[config.mk]
export PLATFORM = sky130hd
export DESIGN_NAME = q_mac
export DESIGN_NICKNAME = d
export VERILOG_FILES = /design/src/rtl/q_pkg.sv /design/src/rtl/q_add.sv /design/src/rtl/q_mac.sv
export SDC_FILE = /design/constraint.sdc
export NUM_CORES = 1
export LEC_CHECK = 0
export CORE_MARGIN = 2
export CORE_UTILIZATION = 58
export CTS_BUF_LIST = sky130_fd_sc_hd__clkbuf_8
export CTS_CLUSTER_SIZE = 24
export DETAILED_ROUTE_END_ITERATION = 7
export GPL_ROUTABILITY_DRIVEN = 0
export PLACE_DENSITY = 0.83
export SLEW_MARGIN = 15
export SYNTH_ARGS = -nofsm -noshare
export SYNTH_HDL_FRONTEND = slang
export SYNTH_SLANG_ARGS = --single-unit
export TNS_END_PERCENT = 5
[constraint.sdc]
create_clock -name clk -period 6.3 [get_ports clk]
set_input_delay 0.63 -clock clk [delete_from_list [all_inputs] [get_ports clk]]
set_output_delay 0.63 -clock clk [all_outputs]
set_load 0.005 [all_outputs]
[src/rtl/q_pkg.sv]
// rtl/q_pkg.sv - shared fixed-point types, limits and q_mac state encoding
package q_pkg;

  localparam int FIXED_WIDTH  = 16;
  localparam int SCALE_FACTOR = 32768;
  localparam int FRAC_BITS    = $clog2(SCALE_FACTOR);

  typedef logic signed [FIXED_WIDTH-1:0] fixed_t;

  localparam fixed_t FIXED_MAX = fixed_t'((1 << (FIXED_WIDTH - 1)) - 1);
  localparam fixed_t FIXED_MIN = fixed_t'(-(1 << (FIXED_WIDTH - 1)));

  typedef enum logic [1:0] {
    IDLE  = 2'd0,
    ACCUM = 2'd1,
    DRAIN = 2'd2,
    HOLD  = 2'd3
  } q_mac_state_e;

endpackage

[src/rtl/q_add.sv]
// rtl/q_add.sv - saturating signed fixed-point adder with overflow flag
module q_add
  import q_pkg::*;
(
  input  logic signed [FIXED_WIDTH-1:0] a,
  input  logic signed [FIXED_WIDTH-1:0] b,
  output logic signed [FIXED_WIDTH-1:0] sum,
  output logic                          ovf
);

  logic signed [FIXED_WIDTH-1:0] raw;

  // Wrap-around sum, overflow when same-signed addends yield a sum of the other sign
  always_comb begin
    raw = a + b;
    ovf = (a[FIXED_WIDTH-1] == b[FIXED_WIDTH-1]) &&
          (raw[FIXED_WIDTH-1] != a[FIXED_WIDTH-1]);
    sum = raw;
    if (ovf) begin
      sum = a[FIXED_WIDTH-1] ? FIXED_MIN : FIXED_MAX;
    end
  end

endmodule

[src/rtl/q_mac.sv]
// rtl/q_mac.sv - streaming saturating fixed-point dot product (rounding via Q_MAC_ROUND_EN)
module q_mac
  import q_pkg::*;
#(
  parameter int MAX_LEN = 256,
  parameter int COUNT_W = $clog2(MAX_LEN + 1)
) (
  input  logic                          clk,
  input  logic                          rst,
  input  logic                          in_valid,
  output logic                          in_ready,
  input  logic signed [FIXED_WIDTH-1:0] in_a,
  input  logic signed [FIXED_WIDTH-1:0] in_b,
  input  logic                          in_last,
  output logic                          out_valid,
  input  logic                          out_ready,
  output logic signed [FIXED_WIDTH-1:0] out_data,
  output logic [COUNT_W-1:0]            out_count,
  output logic                          out_sat
);

  // One guard bit above the full product so the rounding offset cannot wrap
  localparam int PW = 2 * FIXED_WIDTH + 1;
  localparam logic [COUNT_W-1:0] CNT_MAX = '1;

  q_mac_state_e state_q, state_d;
  logic ready_q, ready_d;
  logic p1_valid_q, p1_valid_d;
  logic p1_last_q, p1_last_d;
  logic p1_sat_q, p1_sat_d;
  fixed_t p1_data_q, p1_data_d;
  fixed_t acc_q, acc_d;
  logic [COUNT_W-1:0] count_q, count_d;
  logic sat_q, sat_d;

  logic accept;
  logic signed [PW-1:0] prod_ext, prod_shift;
  fixed_t prod_clamp;
  logic prod_hit;
  fixed_t add_sum;
  logic add_ovf;

  assign accept    = in_valid && ready_q;
  assign in_ready  = ready_q;
  assign out_data  = acc_q;
  assign out_count = count_q;
  assign out_sat   = sat_q;

  // Stage-1 arithmetic: full product, optional half-up offset, rescale, clamp
  always_comb begin
    prod_ext = PW'(in_a) * PW'(in_b);
`ifdef Q_MAC_ROUND_EN
    prod_ext = prod_ext + PW'(SCALE_FACTOR / 2);
`endif
    prod_shift = prod_ext >>> FRAC_BITS;
    prod_hit   = 1'b1;
    if (prod_shift > PW'(FIXED_MAX)) begin
      prod_clamp = FIXED_MAX;
    end else if (prod_shift < PW'(FIXED_MIN)) begin
      prod_clamp = FIXED_MIN;
    end else begin
      prod_clamp = prod_shift[FIXED_WIDTH-1:0];
      prod_hit   = 1'b0;
    end
  end

  // The accumulator is already zero at vector start, so it feeds the adder directly
  q_add u_add (
    .a   (acc_q),
    .b   (p1_data_q),
    .sum (add_sum),
    .ovf (add_ovf)
  );

  // Control FSM; in_ready is registered from the next state so it never sees in_valid
  always_comb begin
    state_d   = state_q;
    out_valid = (state_q == HOLD);
    case (state_q)
      IDLE:    if (accept) state_d = in_last ? DRAIN : ACCUM;
      ACCUM:   if (accept && in_last) state_d = DRAIN;
      DRAIN:   if (p1_valid_q && p1_last_q) state_d = HOLD;
      HOLD:    if (out_ready) state_d = IDLE;
      default: state_d = IDLE;
    endcase
    ready_d = (state_d == IDLE) || (state_d == ACCUM);
  end

  // Datapath next values: stage-1 capture, stage-2 accumulate, clear on result handshake
  always_comb begin
    p1_valid_d = accept;
    p1_last_d  = accept && in_last;
    p1_sat_d   = accept && prod_hit;
    p1_data_d  = accept ? prod_clamp : p1_data_q;
    acc_d      = acc_q;
    count_d    = count_q;
    sat_d      = sat_q;
    if (p1_valid_q) begin
      acc_d   = add_sum;
      count_d = (count_q == CNT_MAX) ? count_q : count_q + 1'b1;
      sat_d   = sat_q | p1_sat_q | add_ovf;
    end
    if (state_q == HOLD && out_ready) begin
      acc_d   = '0;
      count_d = '0;
      sat_d   = 1'b0;
    end
  end

  // State and pipeline registers with synchronous reset
  always_ff @(posedge clk) begin
    if (rst) begin
      state_q    <= IDLE;
      ready_q    <= 1'b0;
      p1_valid_q <= 1'b0;
      p1_last_q  <= 1'b0;
      p1_sat_q   <= 1'b0;
      p1_data_q  <= '0;
      acc_q      <= '0;
      count_q    <= '0;
      sat_q      <= 1'b0;
    end else begin
      state_q    <= state_d;
      ready_q    <= ready_d;
      p1_valid_q <= p1_valid_d;
      p1_last_q  <= p1_last_d;
      p1_sat_q   <= p1_sat_d;
      p1_data_q  <= p1_data_d;
      acc_q      <= acc_d;
      count_q    <= count_d;
      sat_q      <= sat_d;
    end
  end

endmodule

Fig. 1: run 1, M3 wires
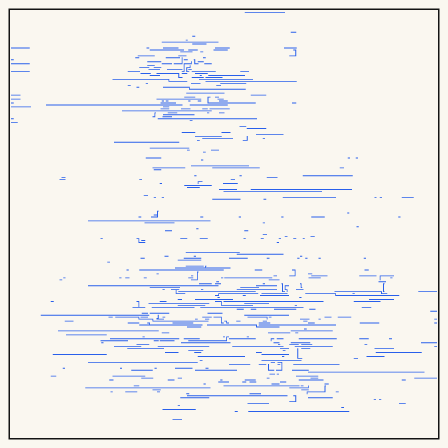
longest straight run: 46.9 um
nets with wire on the layer: 262
main direction: horizontal
share of all routed wire: 7.5%

Fig. 2: run 1, register map, names as in the netlist
Other sequential cells in the stronger gray, the rest of the logic in the fainter gray.
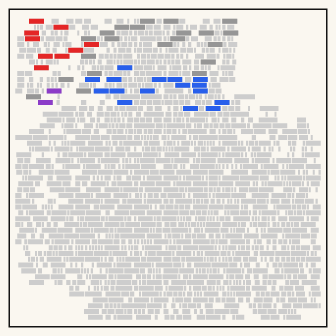
legend:
  red:
    netlist_name: `out_count`
    placed_flops: 9
    where: upper left
  blue:
    netlist_name: `p1_data_q`
    placed_flops: 16
    where: top center
  purple:
    netlist_name: `state_q`
    placed_flops: 2

Fig. 3: run 1, pin placement
Pins as bars across the die edge, other pins in gray.
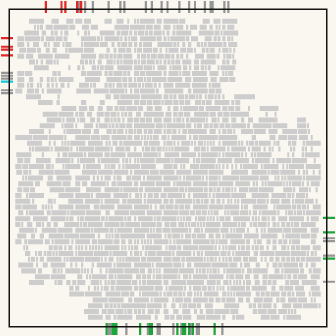
legend:
  red:
    port: `out_count`
    pins: 9
    direction: output
    edge: 5 top, 4 left
  green:
    port: `in_b`
    pins: 16
    direction: input
    edge: 13 bottom, 3 right
  cyan:
    port: `in_last`
    pins: 1
    direction: input
    edge: left
all pins by edge: 25 bottom, 23 top, 10 left, 7 right

==> results.yml, run 1 <==
# implementation run metrics
final_timing:
  setup_viol: 17
  fin_worst_skew_ns: 0.01322
  setup_ws_ns: -0.2682
  fmax_mhz: 152.3
  drv_slew: 0
floorplanning:
  io_pins: 65
  chipWidth_um: 148.1
  nWellTaps: 270
route:
  dr_wl_met3_um: 2645
  wire_per_inst_um: 19.30
  wl_met1_um: 11520
  first_iter_violations: 932
yosys:
  numSynthFlops: 48
  avgSynthCellArea_um2: 8.938
  yosysSeqAreaShare_pct: 7.976
  synthArstFlopShare_pct: 0
  muxShareOfSynthArea_pct: 0.2492
  yosys_area_um2: 12050
  synthTopCellsByArea: "fa_1 (44%), ha_1 (10%), inv_1 (9.8%)"
critical_path:
  startpoint_type: "input port"
  crit_chain: "dlygate4sd2_1 -> buf_6 -> buf_6 -> nand2_1 -> fa_1 -> inv_1 -> fa_2 -> fa_1 -> fa_1 -> fa_1 -> inv_1 -> fa_1 -> inv_1 -> ha_4 -> nand4_1 -> nor3_4 -> a32oi_4 -> nand3_2 -> a221oi_4 -> xnor2_4 -> nor2_4 -> buf_6 -> a211o_1 -> a21oi_2"
  critical_path.top_delay_family: "adder cells"
  r2r-start: "out_data[1]"
final_layout:
  seq_share_pct: 6.399
  comb_area_um2: 10190
  inv_count: 313
  nClkBuffers: 6
placement:
  place_hpwl_um: 24750
min_path:
  hp-class: "flip-flop to flip-flop"
status:
  violations: "negative setup slack"
  status: "finished, violations left"
clocking:
  clk_path_buf_depth: 2
global_routing:
  grtUsageMet1_pct: 35.84
## run 1: stage by stage
| step | setup WS, ns | instance area, um2 |
|---|---|---|
| final | -0.2682 | 15020 |
| after global routing | -0.3538 | 15020 |
| after CTS | -0.002491 | 14840 |
| after detailed placement | -0.8758 | 13990 |
| after global placement | -0.6769 | 13990 |
| after floorplan | 0.0007616 | 12110 |
Fig. 4: run 1, metal layers overlaid
Two of the layers only.
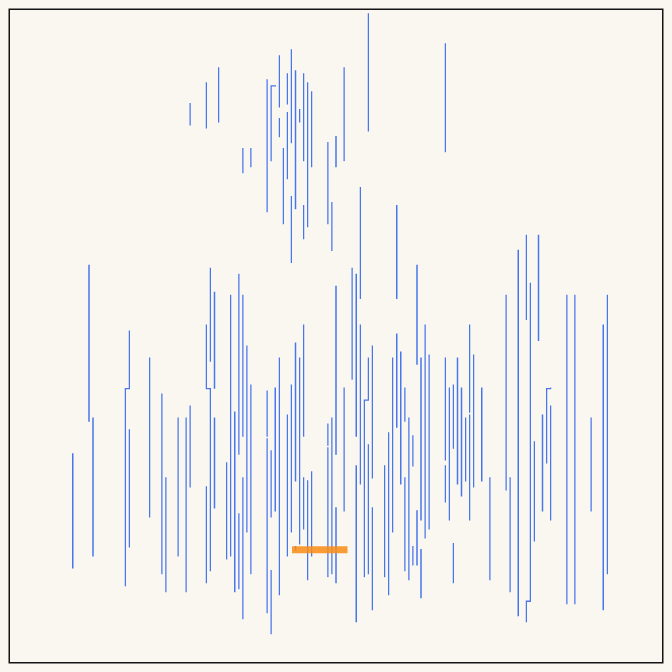

==> run 2, diff against run 1 <==
- GPL_TIMING_DRIVEN: default -> 0
Fig. 5: run 2, metal layers overlaid
Two of the layers only.
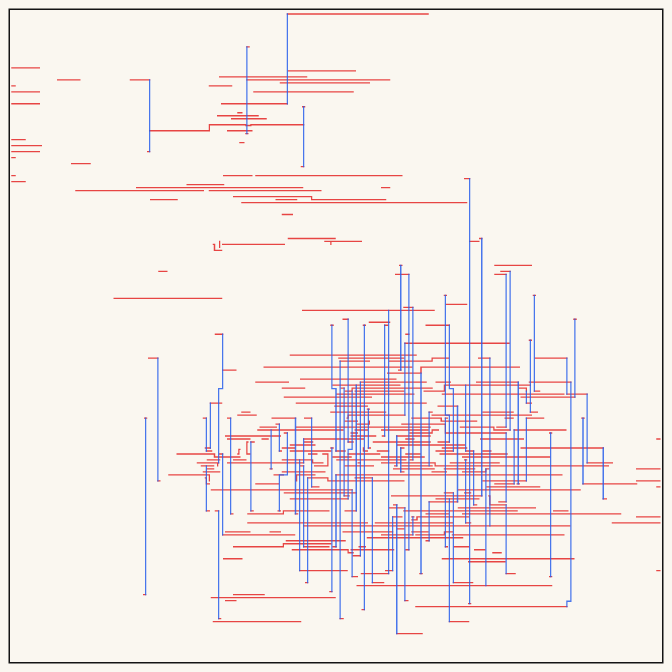
legend:
  blue:
    layer: metal 4
    wire_length: 1960 um
  red:
    layer: metal 3
    wire_length: 2700 um

==> run 2 against run 1 <==
  * The flow still finishes with violations (negative setup slack)
  * Count of clock-buffer cells in the layout down 1
  * Register-to-register slack gained 0.02 ns
  * Sequential share of layout area grew 0.39 points
  * Global-route usage down 2.5 points
  * Clock skew shrank 0.0041 ns
  * Maximum frequency grew 2.3%
  * Worst setup slack improved by 0.15 ns
  * Die area unchanged
  * Final cell count decreased by 5.5%
==> results.yml, run 2 <==
# implementation run metrics
status:
  status: "finished, violations left"
  violations: "negative setup slack"
final_timing:
  fmax_mhz: 155.8
  drv_slew: 0
  finalHoldViolations: 0
  setup_ws_ns: -0.1181
  setup_viol: 13
  fin_worst_skew_ns: 0.009084
min_path:
  hp-class: "flip-flop to flip-flop"
yosys:
  yosysTopAreaCell: "fa_1"
  muxShareOfSynthArea_pct: 0.2492
  synthArstFlopShare_pct: 0
  numSynthFlops: 48
  yosysSeqAreaShare_pct: 7.976
  synthXorXnorAreaFrac_pct: 2.939
  avgSynthCellArea_um2: 8.938
  synthTopCellsByArea: "fa_1 (44%), ha_1 (10%), inv_1 (9.8%)"
  yosys_area_um2: 12050
global_routing:
  grtUsageMet1_pct: 36.37
  grt_usage_pct: 30.68
placement:
  placed_area_um2: 13090
final_layout:
  inv_count: 313
  final_area_um2: 14160
  comb_area_um2: 10080
  nClkBuffers: 5
  nMultiInputCombCells: 942
  lay_top_cells: "inv_1 (305), fa_1 (252), nand2_1 (141)"
route:
  wire_per_inst_um: 18.22
  wl_met1_um: 11230
  dr_wl_met3_um: 2697
  first_iter_violations: 777
clocking:
  clk_path_buf_depth: 2
critical_path:
  r2r-start: "out_data[1]"
  crit_chain: "clkdlybuf4s18_2 -> buf_8 -> nand2_1 -> fa_1 -> inv_1 -> fa_1 -> fa_1 -> fa_1 -> fa_1 -> inv_1 -> fa_1 -> inv_1 -> ha_4 -> a21o_1 -> a21o_1 -> a32oi_4 -> nand3_4 -> a221oi_4 -> xnor2_2 -> buf_4 -> nand2_4 -> buf_6 -> a211o_1 -> a21oi_1"
  startpoint_type: "input port"
  critical_path.top_delay_family: "adder cells"
  max_stage_delay_ns: 0.62
floorplanning:
  io_pins: 65
==> run 2: how the worst min path moves through the flow <==
stage               depth (start not counted)             to          start  slack (ns)
floorplan                                   2  p1_data_q[14]  p1_data_q[14]        0.44
global placement                            2        out_sat        out_sat        0.44
detailed placement                          2        out_sat        out_sat        0.45
CTS                                         2        out_sat        out_sat        0.46
global route                                2        out_sat        out_sat        0.48
finish                                      2        out_sat        out_sat        0.46
==> run 2: stage by stage <==
step	setup TNS, ns	instances	utilization (%)	setup WS, ns
floorplan	0	1348	-	0.0007616
global placement	-28.58	1682	64.50	-1.785
detailed placement	-30.49	1682	64.50	-1.893
CTS	-0.04582	1731	69.51	-0.01260
global route	-4.135	1731	69.75	-0.2952
finish	-1.240	1731	69.75	-0.1181
